`config.mk`:
```
export PLATFORM = sky130hd
export DESIGN_NAME = capture_sequencer
export DESIGN_NICKNAME = d
export VERILOG_FILES = /design/src/rtl/capture_sequencer.sv
export SDC_FILE = /design/constraint.sdc
export NUM_CORES = 1
export LEC_CHECK = 0
export ABC_CLOCK_PERIOD_IN_PS = 1600
export CORE_MARGIN = 4
export CORE_UTILIZATION = 40
export DETAILED_ROUTE_END_ITERATION = 10
export GPL_TIMING_DRIVEN = 0
export MAX_ROUTING_LAYER = met4
export PLACE_DENSITY = 0.76
export SYNTH_ARGS = -nofsm -noshare
export SYNTH_HDL_FRONTEND = slang
export SYNTH_SLANG_ARGS = --single-unit
```
`constraint.sdc`:
```
create_clock -name iCLK -period 1.6 [get_ports iCLK]
set_input_delay 0.32 -clock iCLK [delete_from_list [all_inputs] [get_ports iCLK]]
set_output_delay 0.32 -clock iCLK [all_outputs]
set_load 0.05 [all_outputs]
```
`src/rtl/capture_sequencer.sv`:
```
`default_nettype none
// ============================================================================
//  Module   : capture_sequencer
//  Purpose  : Pixel-clock-domain sequencer for camera capture. Issues
//             start/end pulses to the CCD capture stage, gates the
//             frame-buffer write strobe so only whole frames are written,
//             applies mode changes only at frame boundaries and discards
//             settling frames after each change. Supports continuous run,
//             single snapshot and freeze.
//  Ports    : iCLK        pixel clock
//             iRST        synchronous reset, active-high
//             iFVAL       registered camera frame-valid
//             iSTART_P    one-cycle run request
//             iSTOP_P     one-cycle stop request
//             iSNAP_P     one-cycle snapshot/freeze request
//             iMODE_REQ   requested mode {gray_sel, filter_state[1:0]}
//             oSTART      one-cycle pulse to capture start
//             oEND        one-cycle pulse to capture end
//             oMODE       applied mode (datapath mux/filter select)
//             oWR_EN      frame-buffer write gate (ANDed with DVAL later)
//             oFRAME_CNT  count of frames fully written (wraps)
//             oBUSY       state is neither IDLE nor HOLD
//             oSTATE      IDLE=0 WAIT_SOF=1 RUN=2 SETTLE=3 SNAP=4 HOLD=5
//  Revision : 1.0  initial release
// ============================================================================
module capture_sequencer #(
   parameter int unsigned SETTLE_FRAMES = 2,
   parameter int          CNT_W         = 24
) (
   input  logic             iCLK,
   input  logic             iRST,
   input  logic             iFVAL,
   input  logic             iSTART_P,
   input  logic             iSTOP_P,
   input  logic             iSNAP_P,
   input  logic [2:0]       iMODE_REQ,
   output logic             oSTART,
   output logic             oEND,
   output logic [2:0]       oMODE,
   output logic             oWR_EN,
   output logic [CNT_W-1:0] oFRAME_CNT,
   output logic             oBUSY,
   output logic [2:0]       oSTATE
);

   // Settle counter must hold SETTLE_FRAMES; keep at least one bit.
   localparam int SET_W = (SETTLE_FRAMES < 1) ? 1 : $clog2(SETTLE_FRAMES + 1);

   typedef enum logic [2:0] {
      ST_IDLE     = 3'd0,
      ST_WAIT_SOF = 3'd1,
      ST_RUN      = 3'd2,
      ST_SETTLE   = 3'd3,
      ST_SNAP     = 3'd4,
      ST_HOLD     = 3'd5
   } state_t;

   state_t             state_q,      state_d;
   logic               fval_d_q;
   logic               snap_flag_q,  snap_flag_d;
   logic               stop_pend_q,  stop_pend_d;
   logic               frz_pend_q,   frz_pend_d;
   logic [SET_W-1:0]   settle_cnt_q, settle_cnt_d;
   logic [2:0]         mode_q,       mode_d;
   logic [CNT_W-1:0]   frame_cnt_q,  frame_cnt_d;
   logic               start_q,      start_d;
   logic               end_q,        end_d;
   logic               wr_en_q,      wr_en_d;

   logic               sof;
   logic               eof;
   logic               stop_req;
   logic               frz_req;
   logic               mode_chg;

   // fval_d resets high so a frame already active at reset release
   // does not look like a start of frame.
   assign sof = iFVAL & ~fval_d_q;
   assign eof = ~iFVAL & fval_d_q;

   // A request arriving in the eof cycle counts as if it came earlier.
   assign stop_req = stop_pend_q | iSTOP_P;
   assign frz_req  = frz_pend_q  | iSNAP_P;
   assign mode_chg = (iMODE_REQ != mode_q);

   always_comb begin
      state_d      = state_q;
      snap_flag_d  = snap_flag_q;
      stop_pend_d  = stop_pend_q;
      frz_pend_d   = frz_pend_q;
      settle_cnt_d = settle_cnt_q;
      mode_d       = mode_q;
      frame_cnt_d  = frame_cnt_q;
      start_d      = 1'b0;
      end_d        = 1'b0;
      // Write gate trails the state register by one cycle.
      wr_en_d      = (state_q == ST_RUN) || (state_q == ST_SNAP);

      case (state_q)
         ST_IDLE: begin
            if (iSTART_P) begin
               state_d     = ST_WAIT_SOF;
               snap_flag_d = 1'b0;
               start_d     = 1'b1;
            end else if (iSNAP_P) begin
               state_d     = ST_WAIT_SOF;
               snap_flag_d = 1'b1;
               start_d     = 1'b1;
            end
         end

         ST_WAIT_SOF: begin
            if (iSTOP_P) begin
               state_d = ST_IDLE;
               end_d   = 1'b1;
            end else if (sof) begin
               mode_d  = iMODE_REQ;
               state_d = snap_flag_q ? ST_SNAP : ST_RUN;
            end
         end

         ST_RUN: begin
            stop_pend_d = stop_req;
            frz_pend_d  = frz_req;
            if (eof) begin
               frame_cnt_d = frame_cnt_q + CNT_W'(1);
               if (stop_req) begin
                  state_d     = ST_IDLE;
                  end_d       = 1'b1;
                  stop_pend_d = 1'b0;
                  frz_pend_d  = 1'b0;
               end else if (frz_req) begin
                  state_d     = ST_HOLD;
                  end_d       = 1'b1;
                  stop_pend_d = 1'b0;
                  frz_pend_d  = 1'b0;
               end else if (mode_chg) begin
                  mode_d = iMODE_REQ;
                  if (SETTLE_FRAMES > 0) begin
                     settle_cnt_d = SET_W'(SETTLE_FRAMES);
                     state_d      = ST_SETTLE;
                  end
               end
            end
         end

         ST_SETTLE: begin
            if (iSTOP_P) begin
               state_d = ST_IDLE;
               end_d   = 1'b1;
            end else if (eof) begin
               if (mode_chg) begin
                  // Another change while settling restarts the discard window.
                  mode_d       = iMODE_REQ;
                  settle_cnt_d = SET_W'(SETTLE_FRAMES);
               end else if (settle_cnt_q <= SET_W'(1)) begin
                  settle_cnt_d = '0;
                  state_d      = ST_RUN;
               end else begin
                  settle_cnt_d = settle_cnt_q - SET_W'(1);
               end
            end
         end

         ST_SNAP: begin
            stop_pend_d = stop_req;
            if (eof) begin
               frame_cnt_d = frame_cnt_q + CNT_W'(1);
               end_d       = 1'b1;
               state_d     = stop_req ? ST_IDLE : ST_HOLD;
               stop_pend_d = 1'b0;
            end
         end

         ST_HOLD: begin
            if (iSTART_P) begin
               state_d     = ST_WAIT_SOF;
               snap_flag_d = 1'b0;
               start_d     = 1'b1;
            end else if (iSNAP_P) begin
               state_d     = ST_WAIT_SOF;
               snap_flag_d = 1'b1;
               start_d     = 1'b1;
            end else if (iSTOP_P) begin
               state_d = ST_IDLE;
            end
         end

         default: begin
            state_d = ST_IDLE;
         end
      endcase
   end

   always_ff @(posedge iCLK) begin
      if (iRST) begin
         state_q      <= ST_IDLE;
         fval_d_q     <= 1'b1;
         snap_flag_q  <= 1'b0;
         stop_pend_q  <= 1'b0;
         frz_pend_q   <= 1'b0;
         settle_cnt_q <= '0;
         mode_q       <= '0;
         frame_cnt_q  <= '0;
         start_q      <= 1'b0;
         end_q        <= 1'b0;
         wr_en_q      <= 1'b0;
      end else begin
         state_q      <= state_d;
         fval_d_q     <= iFVAL;
         snap_flag_q  <= snap_flag_d;
         stop_pend_q  <= stop_pend_d;
         frz_pend_q   <= frz_pend_d;
         settle_cnt_q <= settle_cnt_d;
         mode_q       <= mode_d;
         frame_cnt_q  <= frame_cnt_d;
         start_q      <= start_d;
         end_q        <= end_d;
         wr_en_q      <= wr_en_d;
      end
   end

   assign oSTART     = start_q;
   assign oEND       = end_q;
   assign oMODE      = mode_q;
   assign oWR_EN     = wr_en_q;
   assign oFRAME_CNT = frame_cnt_q;
   assign oSTATE     = state_q;
   assign oBUSY      = (state_q != ST_IDLE) && (state_q != ST_HOLD);

endmodule
`default_nettype wire

```
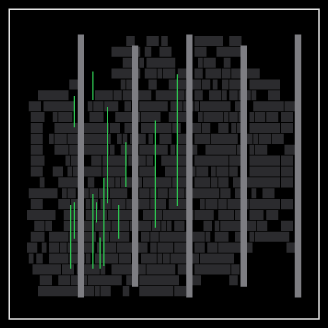
Fig. 1. Met4 routing.
(4 px per um) Supply wires on this layer in gray. Cells faint in the background.
wire length on this layer: 193 um
nets with wire on the layer: 12
longest straight run: 32.6 um
via count: 2060
final wirelength: 5.95 mm

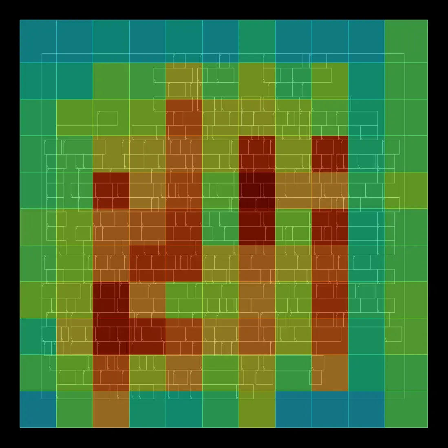
Fig. 2. Congestion heat map.
routed len/inst: 16.8 um
met3 Use GR: 0.0515
fin util: 0.692
met1 Use GR: 0.220

==> summary.txt <==
run metrics: status=complete, but fails checks, violated checks=negative setup slack, Worst-Skew Late Latency=0.30 ns, Flop area=832 um2, clock buf count=6, M1 wire length=2.40 mm, WHS=0.298 ns, YS chip area=1910 um2, f_max=555 MHz, ranking of synthesized cells by area=dfxtp_1, xor2_1, nor2_1, gr ovfl total=0, Design Area, Final=3100 um2, final worst slack=-0.203 ns, final worst path period share=1.13, ys cells=219, Avg Inst Size Synth=8.72 um2, Gate power share=0.543, Synth Area in XOR/XNOR=0.119, fin nets=311, Yosys top cell by area=dfxtp_1, Top cell area share=0.409, Yosys warning count=0, Pre-Place Util=0.427, Reg2Reg Depth=6, Non-clk invs=5, Seq cells=39, Synth logic family=simple AND/OR/NAND/NOR gates, pin count of the biggest net entering global routing=14, crit path capture=settle_cnt_q[0]$_SDFFE_PP0P_, Clock Skew=0.00946 ns, count of cell types in the netlist=46, Synth Seq Share=0.409, RSZ-0062 raised after global routing=true, buffer depth of the longest clock path=2, DP Cell Count=311, Initial DRC Count=148, Die Area=5940 um2, Max Cap Viol=0, hold crit path type=in -> reg, DP Wirelength=3.29 mm, Period minus WS final=1.80 ns, flop share of the area=0.269, maximum VDD drop=1.77 mV, CP Class=reg -> reg, ant diodes=0, Hold Startpoint=iFVAL, Int Pwr=2.60 mW, worst setup path startpoint=oSTATE[2]$_SDFFE_PP0P_, drt pass-1 iters=4, fa+ha+maj area frac=0.0118, Worst-path clk slew=0.09 ns, clock share of power=0.181, simple-gate area share of the yosys netlist=0.303, Ports=43, top cells by count, synth=dfxtp_1, nor2_1, xor2_1, first-pass GRT wire length=8.98 mm, Slew Limit Headroom=0.628, area of the multi-input gates=1350 um2, Slew Limit Fails=0, H-tree depth=2, worst reg-to-reg setup slack=-0.20 ns, dominant logic cell type in the layout=nor2_1, Reg power frac=0.276, well-tap cell count=52, Yosys reg bits=39, met2 wire length=2.92 mm, Main synth FF type=dfxtp_1, Fin. Hold Viols=0, Die Wd=77.1 um, final setup fails=15, max layer used=met4, switching portion of total power=0.404, number of global-route vias before repair=1888, Vert. Die Dim=77.1 um, Post-synth EDFFs=0, Root Buffer=clkbuf_8, fraction of area in multi-input gates=0.434, Least-Margin Pin Slew=0.558 ns, OpenROAD warning count=29, post-route ant nets=0, Psw=1.76 mW, final std cells w/o fill=354, core footprint=4470 um2, layout cells sized above 1=0.391, CTS tree=done, gr busiest metal=met2, Non-clock buffers=84, CP arrival=2.04 ns, RR Endpoint=settle_cnt_q[0]$_SDFFE_PP0P_, Sinks on Clock Net=39, fillers=336, Yosys top cell by instances=dfxtp_1, antenna violations before repair=0, Detail Route met3 WL=440 um, Fin Setup TNS=-1.16 ns
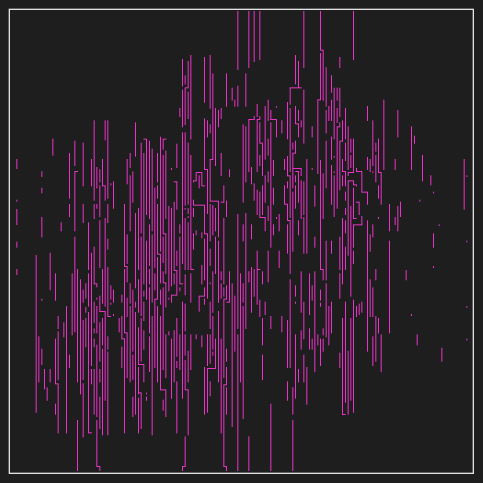
Fig. 3. Met2 routing.
(6 px per um)
main direction: vertical
nets with wire on the layer: 278
longest straight run: 26.2 um
wire length on this layer: 2920 um
met2 GRT Util: 0.307

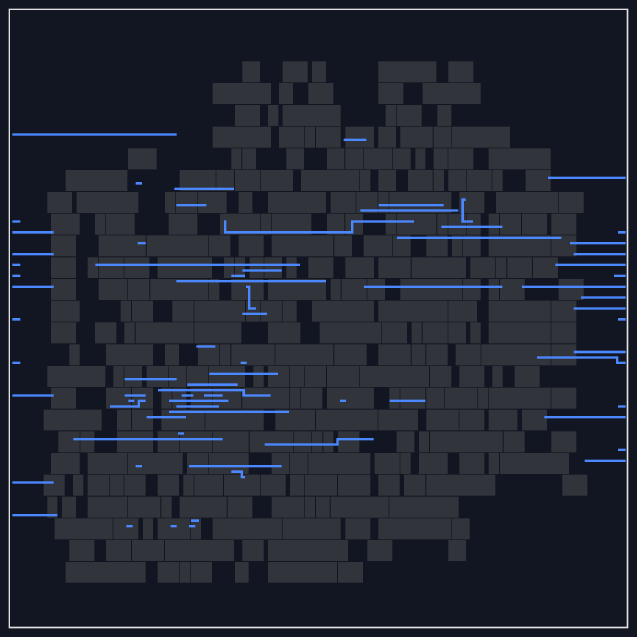
Fig. 4. Signal wires on met3.
(8 px per um) Cells faint in the background.
wire length on this layer: 441 um
main direction: horizontal
nets with wire on the layer: 57

how the worst min path moves through the flow:
| stage | to | cells past startpoint |
|---|---|---|
| global route | fval_d_q$_SDFF_PP1_ | 2 |
| CTS | oFRAME_CNT[7]$_SDFFE_PP0P_ | 2 |
| floorplan | snap_flag_q$_SDFFE_PP0P_ | 1 |
| finish | fval_d_q$_SDFF_PP1_ | 2 |
| global placement | settle_cnt_q[0]$_SDFFE_PP0P_ | 2 |
| detailed placement | settle_cnt_q[0]$_SDFFE_PP0P_ | 2 |
power by group through the flow:
stage               Clock (mW)  Sequential [mW]  Combinational, mW
finish                   0.789             1.20               2.36
global route             0.838             1.22               2.48
CTS                      0.794             1.19               2.00
detailed placement           0             1.20               1.43
global placement             0             1.19               1.41
floorplan                    0             1.43              0.842
registers in the layout, indices dropped and copies added (netlist names):
| name | flops |
|---|---|
| frz_pend_q | 1 |
| fval_d_q | 1 |
| oEND | 1 |
| oFRAME_CNT | 24 |
| oMODE | 3 |
| oSTART | 1 |
| oSTATE | 3 |
| oWR_EN | 1 |
| settle_cnt_q | 2 |
| snap_flag_q | 1 |
| stop_pend_q | 1 |
kinds of logic after synthesis:
| group | count (synthesis) |
|---|---|
| AND-OR/OR-AND | 29 |
| XOR/XNOR | 25 |
| adder cells (fa/ha/maj) | 2 |
| buffers and inverters | 14 |
| flip-flops | 39 |
| multiplexers | 4 |
| AND/OR/NAND/NOR | 106 |
repair_timing:
item                                    4_1_cts  5_1_grt
pin swaps                                    23       26
endpoints found under the setup margin       63       31
gates resized                                83       32
buffers inserted                             22       17
hold buffers                                  0        0
worst max-delay path, cell delays in order, from the launching register on:
cell       delay [ns]
dfxtp_4          0.37
buf_6            0.13
and2b_1          0.25
o2111ai_2        0.13
or3_1            0.41
or3_1            0.32
a21oi_1          0.14
Power figures rest on the tool's default switching activity, not on a simulated workload.
